==> config.mk <==
export PLATFORM = sky130hd
export DESIGN_NAME = sram_controller
export DESIGN_NICKNAME = d
export VERILOG_FILES = /design/src/rtl/arm_mem_pkg.sv /design/src/rtl/sram_controller.sv
export SDC_FILE = /design/constraint.sdc
export NUM_CORES = 1
export LEC_CHECK = 0
export ABC_AREA = 1
export CAP_MARGIN = 20
export CORE_AREA = 10 10 108 110
export DETAILED_ROUTE_END_ITERATION = 6
export DIE_AREA = 0 0 118 120
export PLACE_DENSITY_LB_ADDON = 0.3
export SLEW_MARGIN = 25
export SYNTH_ARGS = -nofsm -noshare
export SYNTH_HDL_FRONTEND = slang
export SYNTH_SLANG_ARGS = --single-unit
==> constraint.sdc <==
create_clock -name clk -period 1.7 [get_ports clk]
set_input_delay 0.255 -clock clk [delete_from_list [all_inputs] [get_ports clk]]
set_output_delay 0.255 -clock clk [all_outputs]
set_load 0.03 [all_outputs]
Fig. 1: floorplan with the power grid
Scale bar: 20 um. Pins as bars on the die edge. Tap cells in gray.
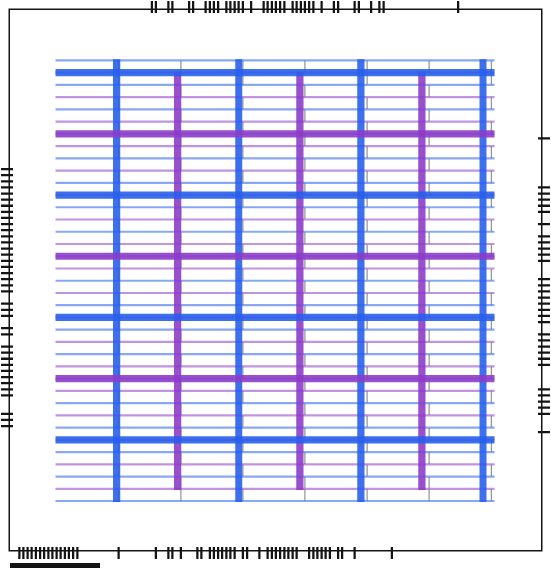
Key: blue = VSS; purple = VDD
The core has 36 rows. 157 signal pins sit on the boundary. 7 straps on met4.
Die Span Y: 120 um
Die X-Extent: 118 um
core area: 9550 sq um
peak ir drop on the vdd network: 513 uV

Fig. 2: placement by cell class
Scale bar: 20 um.
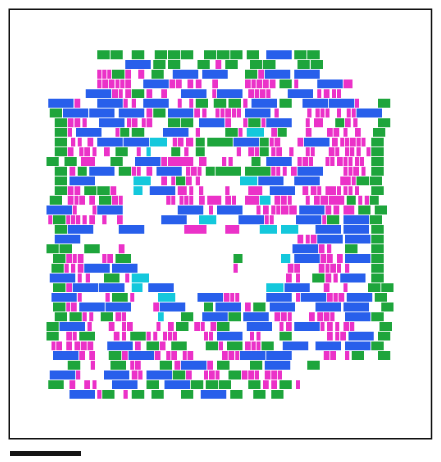
Key: blue = sequential cells [cells 107, share of their area 38%]; cyan = clock drivers and dummy loads [cells 16, share of their area 3.2%]; green = remaining buffers and delay cells [cells 156, share of their area 28%]; magenta = combinational and other logic [cells 369, share of their area 30%]
flip-flop and latch share of the layout cell area: 0.372
final std cell area, no fill: 5760 sq um
final cell utilization of the core: 0.603
number of cell rows: 36

==> git commit body <==
Add synthesis and place-and-route results

* Placed cells: 764
- Post-synthesis share of cell area spent on and-or and or-and gates: 0.164
- Clock buffer depth: 2
- Logic depth along the worst register-to-register path is recorded as 6.
- Hold-check failures listed in the final report amount to 0.
* Design internal power: 4.05 mW
- Post-Layout Cell Count: 781
- Commonest non-fill, non-tap cells in the layout: sky130_fd_sc_hd__clkdlybuf4s50_1 (127), sky130_fd_sc_hd__dfxtp_1 (107), sky130_fd_sc_hd__nor2_1 (82), sky130_fd_sc_hd__o21ai_0 (65), sky130_fd_sc_hd__nand2_1 (57)
- Registers, synthesis: 107
* Worst setup path category: flop to output pin
- The first global-routing pass estimated 18000 um of wire.
- The share of the core area taken by cells at floorplan is 0.419.
- The path class of the tightest hold or removal check is flop to flop.
- Synth Seq Share: 0.536
* Final slew viol count: 0
- Listed in order, past its start point the critical path passes clkdlybuf4s50_1.
- Synth async-reset ratio: 0
- Flip-flop count of the largest register, all copies and words added: 32
* Number of clock sinks: 107
- The netlist uses 30 different library cells.
- Critical Path AT: 1.39 ns
* Remaining antenna violation count after routing: 0
* Leakage power figure: 2.47 nW
* Maximum operating frequency: 0.608 GHz
- Synthesis produced 504 cells.
* Count of filler cells inserted in the layout: 883
* Final Power: 5.97 mW
- Post-synthesis average cell area: 7.94 sq um
- Switching portion of total power: 0.321
- Remaining Overflow, GRT: 0
- Per the gpl log, the routability congestion estimate is 0.906.
- The number of maximum-capacitance violations recorded for the run is 0.
- The worst setup path is launched from a flop.
- Detail-routed via count per cell: 4.67
- Share of cells above drive strength 1: 0.0725
- Required time at the endpoint of the critical path: 1.44 ns
- The run finished with clean final reports.
- Routed wire length: 10900 um
- In this run the count of I/O pins placed on the die edge is 157.
- Most common flop cell mapped by yosys: sky130_fd_sc_hd__dfxtp_1
* Maximum number of pins on one net before global-route repair: 33
- The worst register-to-register path has a setup slack of 0.34 ns.
- For this run, the number of Yosys warnings is 0.
- Number of flops mapped to enable cells by yosys: 0
- For this run, the script counts the antenna cells in the layout as 0.
* Max Fanout on Critical Path: 2
==> routing by layer <==
| layer | GRT usage | wire length (um) |
|---|---|---|
| met5 | 0 | 0 |
| met2 | 0.257 | 5370 |
| met1 | 0.170 | 4660 |
| met4 | 0.0386 | 124 |
| met3 | 0.0624 | 791 |
==> repair_timing <==
item | 4_1_cts | 5_1_grt
endpoints found under the setup margin | 0 | 11
resized | 0 | 10
setup buffers | 0 | 1
hold buffers | 0 | 0
==> cells in the mapped netlist, types with 2 or more instances <==
cell type,number,area share
sky130_fd_sc_hd__dfxtp_1,107,0.54
sky130_fd_sc_hd__nor2_1,82,0.077
sky130_fd_sc_hd__o21ai_0,65,0.081
sky130_fd_sc_hd__nand2_1,57,0.053
sky130_fd_sc_hd__inv_1,50,0.047
sky130_fd_sc_hd__a21oi_1,47,0.059
sky130_fd_sc_hd__nand3_1,27,0.034
sky130_fd_sc_hd__o21ai_1,12,0.015
sky130_fd_sc_hd__buf_4,9,0.017
sky130_fd_sc_hd__clkbuf_1,9,0.0084
sky130_fd_sc_hd__buf_2,8,0.010
sky130_fd_sc_hd__nor2_4,4,0.011
sky130_fd_sc_hd__inv_2,3,0.0028
sky130_fd_sc_hd__nor3_1,3,0.0038
sky130_fd_sc_hd__xor2_1,3,0.0066
sky130_fd_sc_hd__buf_6,2,0.0056
sky130_fd_sc_hd__o21a_1,2,0.0038
sky130_fd_sc_hd__o22ai_1,2,0.0031
==> cell type report <==
type	count	share of cell area
clock buffers	11	0.0246
clock inverters	5	0.00652
inverters	55	0.0363
multi-input cells	314	0.258
flip-flops and latches	107	0.372
well taps	133	0.0289
repair buffers	156	0.274
==> cell families after synthesis <==
kind of cell    Yosys count
compound gates          129
xor+xnor                  3
fa+ha+maj                 1
buf+inv                  85
flops                   107
other cells               1
simple gates            178
==> power groups by stage <==
stage | sequential, mW | combinational, mW | clock (mW)
finish | 2.92 | 1.63 | 1.41
global route | 2.96 | 1.78 | 1.57
CTS | 2.93 | 1.65 | 1.47
detailed placement | 2.98 | 1.64 | 0
global placement | 2.97 | 1.62 | 0
floorplan | 3.30 | 0.621 | 0
Power is estimated from default activity; no workload was simulated.
